## src/rtl/hlink_sched.sv

```systemverilog
// hlink_sched - write-port sequencer for one core's core-to-core link buffer.
//
// Each transaction merges a programmed number of upstream forwarded words
// with a programmed number of this core's own words into the single link
// buffer write channel. Upstream words cannot be stalled, so they always
// take the write slot. Local words only go in when the upstream side is
// quiet.
//
// Ports:
//   clk          clock
//   rstn         asynchronous active-low reset
//   cfg_start    start pulse, accepted only while idle
//   cfg_loc_len  local word count, latched on an accepted start
//   cfg_fwd_len  upstream word count, latched on an accepted start
//   up_valid     upstream word present (no backpressure)
//   up_data      upstream word
//   loc_valid    local word offered
//   loc_data     local word
//   loc_ready    local word taken this cycle if loc_valid is high
//   buf_wen      link buffer write enable
//   buf_wdata    link buffer write data
//   busy         high while the transaction runs
//   done         one-cycle pulse when the transaction ends
//   err          sticky flag: an upstream word was dropped
//
// Build option: define HLINK_SCHED_OUT_REG_EN to register buf_wen and
// buf_wdata. This adds one cycle of write latency and delays done by one
// cycle so that it follows the last issued write. loc_ready stays
// combinational in both builds.

module hlink_sched #(
   parameter int CACHE_DATA_WIDTH = 128,
   parameter int LEN_W            = 8
) (
   input  logic                        clk,
   input  logic                        rstn,
   input  logic                        cfg_start,
   input  logic [LEN_W-1:0]            cfg_loc_len,
   input  logic [LEN_W-1:0]            cfg_fwd_len,
   input  logic                        up_valid,
   input  logic [CACHE_DATA_WIDTH-1:0] up_data,
   input  logic                        loc_valid,
   input  logic [CACHE_DATA_WIDTH-1:0] loc_data,
   output logic                        loc_ready,
   output logic                        buf_wen,
   output logic [CACHE_DATA_WIDTH-1:0] buf_wdata,
   output logic                        busy,
   output logic                        done,
   output logic                        err
);

   typedef enum logic [1:0] {
      ST_IDLE = 2'd0,
      ST_RUN  = 2'd1,
      ST_DONE = 2'd2
   } state_t;

   state_t                      state_r;
   logic [LEN_W-1:0]            loc_len_r;
   logic [LEN_W-1:0]            fwd_len_r;
   logic [LEN_W-1:0]            loc_cnt_r;
   logic [LEN_W-1:0]            fwd_cnt_r;
   logic                        busy_r;
   logic                        done_r;
   logic                        err_r;

   logic                        run_s;
   logic                        up_wr_s;
   logic                        loc_rdy_s;
   logic                        loc_wr_s;
   logic                        drop_s;
   logic                        wen_s;
   logic [CACHE_DATA_WIDTH-1:0] wdata_s;
   logic [LEN_W-1:0]            loc_cnt_nx_s;
   logic [LEN_W-1:0]            fwd_cnt_nx_s;
   logic                        fin_s;

   // Slot arbitration: upstream first, local only when upstream is idle.
   // Counters are compare-gated, so an increment never wraps.
   always_comb begin
      run_s     = (state_r == ST_RUN);
      up_wr_s   = run_s && up_valid && (fwd_cnt_r < fwd_len_r);
      loc_rdy_s = run_s && !up_valid && (loc_cnt_r < loc_len_r);
      loc_wr_s  = loc_rdy_s && loc_valid;
      // Any upstream word that cannot be written is lost for good.
      drop_s    = up_valid && !up_wr_s;
      if (up_wr_s) begin
         wen_s   = 1'b1;
         wdata_s = up_data;
      end else if (loc_wr_s) begin
         wen_s   = 1'b1;
         wdata_s = loc_data;
      end else begin
         wen_s   = 1'b0;
         wdata_s = {CACHE_DATA_WIDTH{1'b0}};
      end
      loc_cnt_nx_s = loc_cnt_r + {{(LEN_W-1){1'b0}}, loc_wr_s};
      fwd_cnt_nx_s = fwd_cnt_r + {{(LEN_W-1){1'b0}}, up_wr_s};
      // Completion includes a word written in this very cycle.
      fin_s = (loc_cnt_nx_s == loc_len_r) && (fwd_cnt_nx_s == fwd_len_r);
   end

   // Transaction FSM with registered busy/done and the word counters.
   always_ff @(posedge clk or negedge rstn) begin
      if (!rstn) begin
         state_r   <= ST_IDLE;
         loc_len_r <= {LEN_W{1'b0}};
         fwd_len_r <= {LEN_W{1'b0}};
         loc_cnt_r <= {LEN_W{1'b0}};
         fwd_cnt_r <= {LEN_W{1'b0}};
         busy_r    <= 1'b0;
         done_r    <= 1'b0;
      end else begin
         case (state_r)
            ST_IDLE: begin
               done_r <= 1'b0;
               if (cfg_start) begin
                  state_r   <= ST_RUN;
                  loc_len_r <= cfg_loc_len;
                  fwd_len_r <= cfg_fwd_len;
                  loc_cnt_r <= {LEN_W{1'b0}};
                  fwd_cnt_r <= {LEN_W{1'b0}};
                  busy_r    <= 1'b1;
               end else begin
                  busy_r <= 1'b0;
               end
            end
            ST_RUN: begin
               loc_cnt_r <= loc_cnt_nx_s;
               fwd_cnt_r <= fwd_cnt_nx_s;
               if (fin_s) begin
                  state_r <= ST_DONE;
                  busy_r  <= 1'b0;
                  done_r  <= 1'b1;
               end else begin
                  busy_r  <= 1'b1;
                  done_r  <= 1'b0;
               end
            end
            ST_DONE: begin
               state_r <= ST_IDLE;
               busy_r  <= 1'b0;
               done_r  <= 1'b0;
            end
            default: begin
               state_r <= ST_IDLE;
               busy_r  <= 1'b0;
               done_r  <= 1'b0;
            end
         endcase
      end
   end

   // Sticky drop flag; a drop in the start cycle beats the start clear.
   always_ff @(posedge clk or negedge rstn) begin
      if (!rstn) begin
         err_r <= 1'b0;
      end else if (drop_s) begin
         err_r <= 1'b1;
      end else if ((state_r == ST_IDLE) && cfg_start) begin
         err_r <= 1'b0;
      end else begin
         err_r <= err_r;
      end
   end

   assign loc_ready = loc_rdy_s;
   assign busy      = busy_r;
   assign err       = err_r;

`ifdef HLINK_SCHED_OUT_REG_EN
   logic                        wen_r;
   logic [CACHE_DATA_WIDTH-1:0] wdata_r;
   logic                        done_d_r;

   // Output register stage for the write port, plus matching done delay.
   always_ff @(posedge clk or negedge rstn) begin
      if (!rstn) begin
         wen_r    <= 1'b0;
         wdata_r  <= {CACHE_DATA_WIDTH{1'b0}};
         done_d_r <= 1'b0;
      end else begin
         wen_r    <= wen_s;
         wdata_r  <= wdata_s;
         done_d_r <= done_r;
      end
   end

   assign buf_wen   = wen_r;
   assign buf_wdata = wdata_r;
   assign done      = done_d_r;
`else
   assign buf_wen   = wen_s;
   assign buf_wdata = wdata_s;
   assign done      = done_r;
`endif

endmodule

```

## config.mk

```make
export PLATFORM = sky130hd
export DESIGN_NAME = hlink_sched
export DESIGN_NICKNAME = d
export VERILOG_FILES = /design/src/rtl/hlink_sched.sv
export SDC_FILE = /design/constraint.sdc
export NUM_CORES = 1
export LEC_CHECK = 0
export ABC_AREA = 1
export CORE_AREA = 2 2 158 160
export CTS_CLUSTER_SIZE = 25
export DETAILED_ROUTE_END_ITERATION = 8
export DIE_AREA = 0 0 160 162
export GPL_ROUTABILITY_DRIVEN = 0
export PLACE_DENSITY = 0.51
export SKIP_CTS_REPAIR_TIMING = 1
export SYNTH_ARGS = -nofsm -noshare
export SYNTH_HDL_FRONTEND = slang
export SYNTH_SLANG_ARGS = --single-unit
```

## constraint.sdc

```tcl
create_clock -name clk -period 3.6 [get_ports clk]
set_input_delay 0.72 -clock clk [delete_from_list [all_inputs] [get_ports clk]]
set_output_delay 0.72 -clock clk [all_outputs]
set_load 0.005 [all_outputs]
```

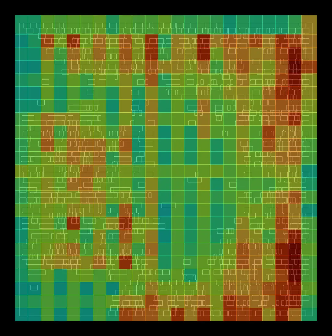
*Track usage over the die, run 1*
global-route track usage on met2: 34.3%
peak-usage layer in the global routing report: met2

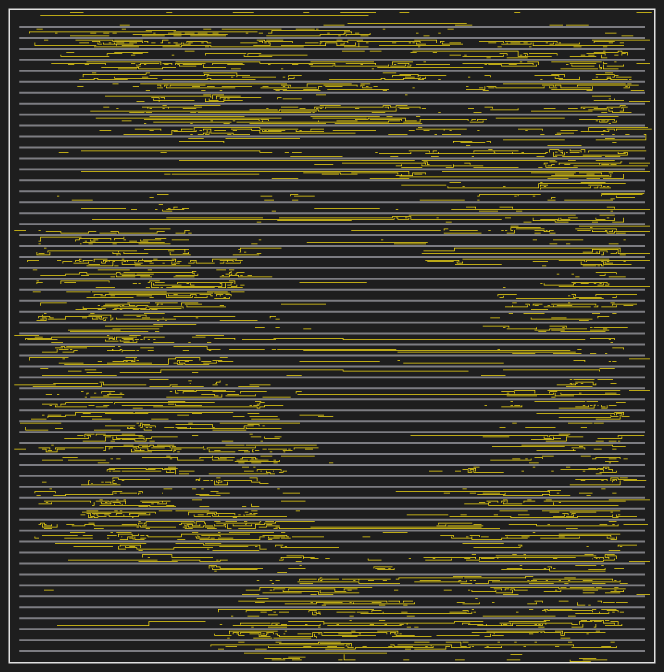
*Signal wires on met1, run 1*
Supply wires on this layer in gray.
- nets with wire on the layer: 1,272
- wire length on this layer: 10,900 um
- share of all routed wire: 41%
- longest straight run: 81.4 um

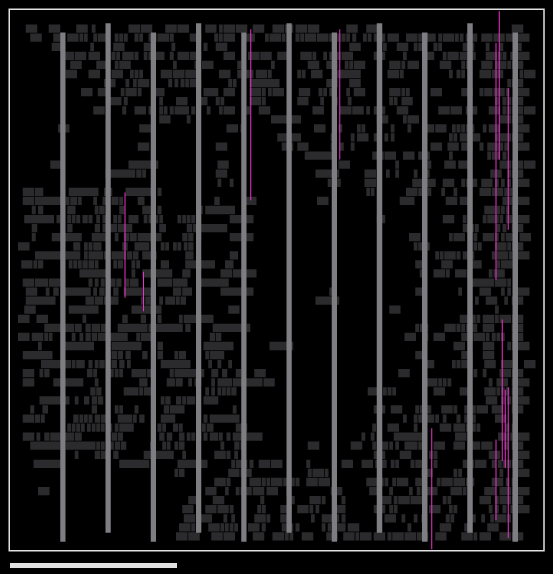
*The metal 4 layer, run 1*
The bar under the picture is 50 um long. Supply wires on this layer in gray.
- share of all routed wire: 1.7%
- longest straight run: 70.7 um
- main direction: vertical

==> results.py, run 1 <==
# Generated from Yosys and OpenROAD reports
metrics = {
    "finish": {
        "n_sequential_cell": 37,
        "seqCellArea_um2": 926,
        "bufAreaShareNonClock_pct": 52.0,
        "finalNonFillerCells": 1472,
        "layout.clock_buffers": 6,
        "final_core_util_pct": 36.9,
        "layout.cells.most_common_list": "455 x sky130_fd_sc_hd__nand2_1, 405 x sky130_fd_sc_hd__clkdlybuf4s50_1, 48 x sky130_fd_sc_hd__nand3_1",
        "layout.nets": 1441,
        "multi_input_comb_area_um2": 2620,
        "n_all_buffers": 449,
        "comb_share_pct": 29.5,
    },
    "setup_path": {
        "category_of_the_critical_setup_timing_path": "reg -> out",
        "critical_path.n_buffers_inverters": 6,
        "timing.critical_path.required_ps": 2880,
        "worst-path-stages": 13,
        "critical_path_arrival_ps": 2720,
        "timing.reg2reg.setup_slack_ps": 310,
        "path_common_cell": "sky130_fd_sc_hd__nand2_1",
        "cp_slowest_cell": "sky130_fd_sc_hd__clkdlybuf4s50_1",
        "worstSetupStartpointType": "register",
    },
    "power_and_ir_drop": {
        "switchingPower_w": 0.00117,
        "power.largest_group": "combinational cells",
        "power.clock.total_w": 0.000443,
        "pwr_density_cell_nw_per_um2": 341,
        "power_sequential_w": 0.000671,
        "power.share.switching_pct": 38.3,
        "total_power_w": 0.00304,
    },
    "sta": {
        "final.hold.worst_slack_ps": 537,
        "max_slew_margin_pct": 56.3,
        "min_period_ps": 3440,
        "timing.final.ws_setup_ps": 157,
        "slew_viol_final": 0,
        "timing.final.crit_share_pct": 95.6,
        "setup_tns_ps": 0,
    },
    "run": {
        "max_cap_violations": 0,
    },
    "floorplan": {
        "number_of_placement_rows": 57,
        "die_y_um": 162,
        "die-area_um2": 25900,
        "top_level_ports": 410,
        "tapCellCount": 324,
        "placeableCoreArea_um2": 24100,
    },
    "routing": {
        "routed-via-count": 6009,
        "maxUsedRoutingLayer": "met4",
        "initial_detailed_routing_violation_count": 382,
        "post_detailed_routing_wire_length_mm": 26.7,
    },
    "grt": {
        "globalRoute.totalOverflow": 0,
        "gr-usage-met3_pct": 3.37,
        "initial_antenna_violation_count": 2,
        "wire_length_of_the_first_global_routing_pass_mm": 35.9,
    },
    "logic_synthesis": {
        "post_synth_xor_area_fraction_pct": 0.444,
        "synth.mux.area_fraction_pct": 0.285,
        "asyncSetResetFlopFracSynth_pct": 100,
        "synth_top_cell_by_count": "sky130_fd_sc_hd__nand2_1",
        "synth_cells": 725,
        "syn-num-nets": 1020,
        "synth_adder_area_share_pct": 5.70,
        "sequential_cell_area_fraction_in_the_yosys_report_pct": 23.4,
        "cell_count_listed_in_synth_stat_txt": 725,
        "synth_top_cell_by_area": "sky130_fd_sc_hd__nand2_1",
        "top_cell_area_share_pct": 43.3,
        "netlist_logic_family_top": "simple AND/OR/NAND/NOR gates",
        "synth.avg_cell_area_um2": 5.45,
        "numSynthFlops": 37,
        "synthAoiAreaFrac_pct": 6.43,
    },
    "outcome": {
        "status": "complete, no violations",
    },
    "place": {
        "port_buffers": 409,
        "dpl-instance-area_um2": 8540,
    },
    "cts": {
        "clock_tree.root_cell": "sky130_fd_sc_hd__clkbuf_16",
        "cts_max_level": 2,
        "cts-buffers-inserted": 5,
    },
    "min_path": {
        "hold_path_depth": 2,
    },
}
### Cell area per tile, run 1

The die is cut into 16 by 16 equal tiles; white is low, dark blue is high, 0 to 100% covered.
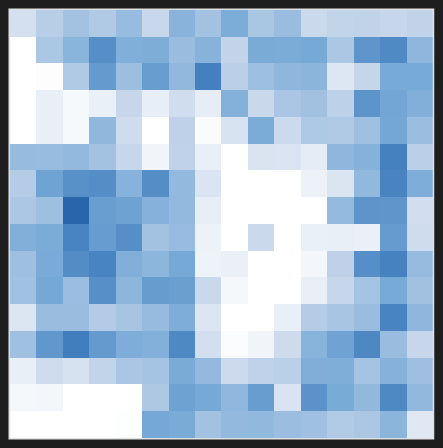

## Run 2: what changed since run 1
--- a/config.mk
+++ b/config.mk
@@ -6,12 +6,14 @@
 export NUM_CORES = 1
 export LEC_CHECK = 0
 export ABC_AREA = 1
+export CAP_MARGIN = 20
 export CORE_AREA = 2 2 158 160
-export CTS_CLUSTER_SIZE = 25
+export CTS_CLUSTER_SIZE = 30
 export DETAILED_ROUTE_END_ITERATION = 8
 export DIE_AREA = 0 0 160 162
 export GPL_ROUTABILITY_DRIVEN = 0
 export PLACE_DENSITY = 0.51
+export REMOVE_ABC_BUFFERS = 1
 export SKIP_CTS_REPAIR_TIMING = 1
 export SYNTH_ARGS = -nofsm -noshare
 export SYNTH_HDL_FRONTEND = slang
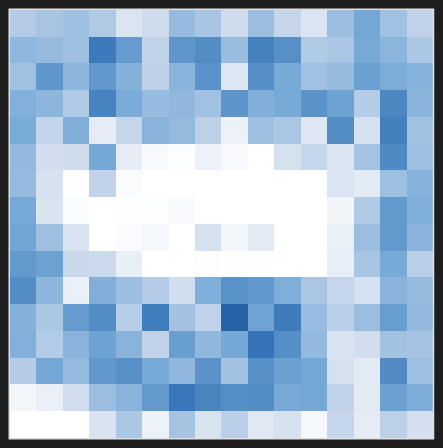
*Cell area per tile, run 2*
The die is cut into 16 by 16 equal tiles; white is low, dark blue is high, 0 to 100% covered.
- densest ninth of the die: bottom center
- tiles over 75% full: 0.40%
- nearly empty tiles: 13%
- mean over tiles: 33%

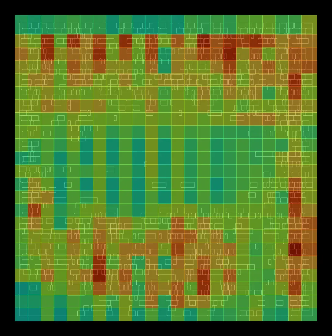
*Track usage over the die, run 2*
met1 layer usage reported by global route: 23.3%
global-route track usage on met2: 29.5%
detailed-route wire length per cell: 17.6 um
total routing usage reported by global routing: 18.2%
GR Util met3: 7.38%

==> run 2 against run 1 <==
Effect of this change:
- sequential share of layout area decreased by 0.076 points
- final area grew 0.87%
- global-route usage is 0.26 points lower
- non-clock buffer count up 8
- die area is the same
- area after synthesis stayed put
- sequential power hardly changed
==> results.py, run 2 <==
# Generated from Yosys and OpenROAD reports
metrics = {
    "outcome": {
        "status": "complete, no violations",
    },
    "sta": {
        "timing.final.ws_setup_ps": 148,
        "timing_worst_slew_pin_value_ps": 574,
        "timing.final.crit_share_pct": 95.9,
        "slew_viol_final": 0,
        "max_slew_margin_pct": 61.7,
        "min_period_ps": 3450,
        "final.hold.worst_slack_ps": 515,
        "setup_tns_ps": 0,
    },
    "routing": {
        "routed-via-count": 6049,
        "met2RoutedLength_mm": 11.8,
        "initial_detailed_routing_violation_count": 364,
        "maxUsedRoutingLayer": "met5",
        "post_detailed_routing_wire_length_mm": 26.0,
    },
    "logic_synthesis": {
        "sequential_cell_area_fraction_in_the_yosys_report_pct": 23.4,
        "top_cell_area_share_pct": 43.3,
        "synth.mux.area_fraction_pct": 0.285,
        "synth_adder_area_share_pct": 5.70,
        "netlist_logic_family_top": "simple AND/OR/NAND/NOR gates",
        "post_synth_xor_area_fraction_pct": 0.444,
        "synth.avg_cell_area_um2": 5.45,
        "synth_cells": 725,
        "synthAoiAreaFrac_pct": 6.43,
        "synth_top_cell_by_area": "sky130_fd_sc_hd__nand2_1",
        "numSynthFlops": 37,
        "asyncSetResetFlopFracSynth_pct": 100,
        "enable_flop_cells": 0,
        "cell_count_listed_in_synth_stat_txt": 725,
    },
    "floorplan": {
        "top_level_ports": 410,
        "number_of_placement_rows": 57,
        "tapCellCount": 324,
        "die-area_um2": 25900,
    },
    "setup_path": {
        "worstSetupStartpointType": "register",
        "path_common_cell": "sky130_fd_sc_hd__nand2_1",
        "worstPathCellList": "inv_2, ha_1, and3_1, a21oi_2, nand2_1, inv_2, nand2_2, inv_8, buf_12, clkbuf_16, buf_4, nand2_1, nand2_1, clkdlybuf4s50_1",
        "timing.reg2reg.setup_slack_ps": 340,
        "worst-path-stages": 14,
        "cp_slowest_cell": "sky130_fd_sc_hd__clkdlybuf4s50_1",
        "timing.critical_path.required_ps": 2880,
        "category_of_the_critical_setup_timing_path": "reg -> out",
        "cp-end-kind": "output port",
        "critical_path_arrival_ps": 2730,
        "critical_path.n_buffers_inverters": 7,
    },
    "power_and_ir_drop": {
        "power.largest_group": "combinational cells",
        "power.clock.total_w": 0.000446,
        "switchingPower_w": 0.00117,
        "power.share.switching_pct": 38.4,
        "total_power_w": 0.00305,
        "power_sequential_w": 0.000668,
        "pwr_density_cell_nw_per_um2": 340,
    },
    "min_path": {
        "hold_path_depth": 2,
    },
    "finish": {
        "final-clk-cell-share_pct": 1.59,
        "comb_share_pct": 29.3,
        "finalNonFillerCells": 1480,
        "bufAreaShareNonClock_pct": 52.3,
        "layout_top_cell": "sky130_fd_sc_hd__nand2_1",
        "n_sequential_cell": 37,
        "layout.clock_buffers": 7,
        "n_all_buffers": 457,
        "layout.nets": 1449,
        "layout.cells.most_common_list": "454 x sky130_fd_sc_hd__nand2_1, 404 x sky130_fd_sc_hd__clkdlybuf4s50_1, 48 x sky130_fd_sc_hd__nand3_1",
        "seqCellArea_um2": 927,
        "final_core_util_pct": 37.3,
        "multi_input_comb_area_um2": 2630,
    },
    "cts": {
        "cts-buffers-inserted": 5,
        "cts_max_level": 2,
        "clock_tree.root_cell": "sky130_fd_sc_hd__clkbuf_16",
    },
    "grt": {
        "grt_busiest_layer": "met2",
        "wire_length_of_the_first_global_routing_pass_mm": 35.4,
        "globalRoute.totalOverflow": 0,
        "initial_antenna_violation_count": 14,
    },
    "place": {
        "dpl-instance-area_um2": 8640,
        "port_buffers": 409,
    },
    "run": {
        "max_cap_violations": 0,
    },
}
No activity file was given, so power comes from the tool's default toggle rates.
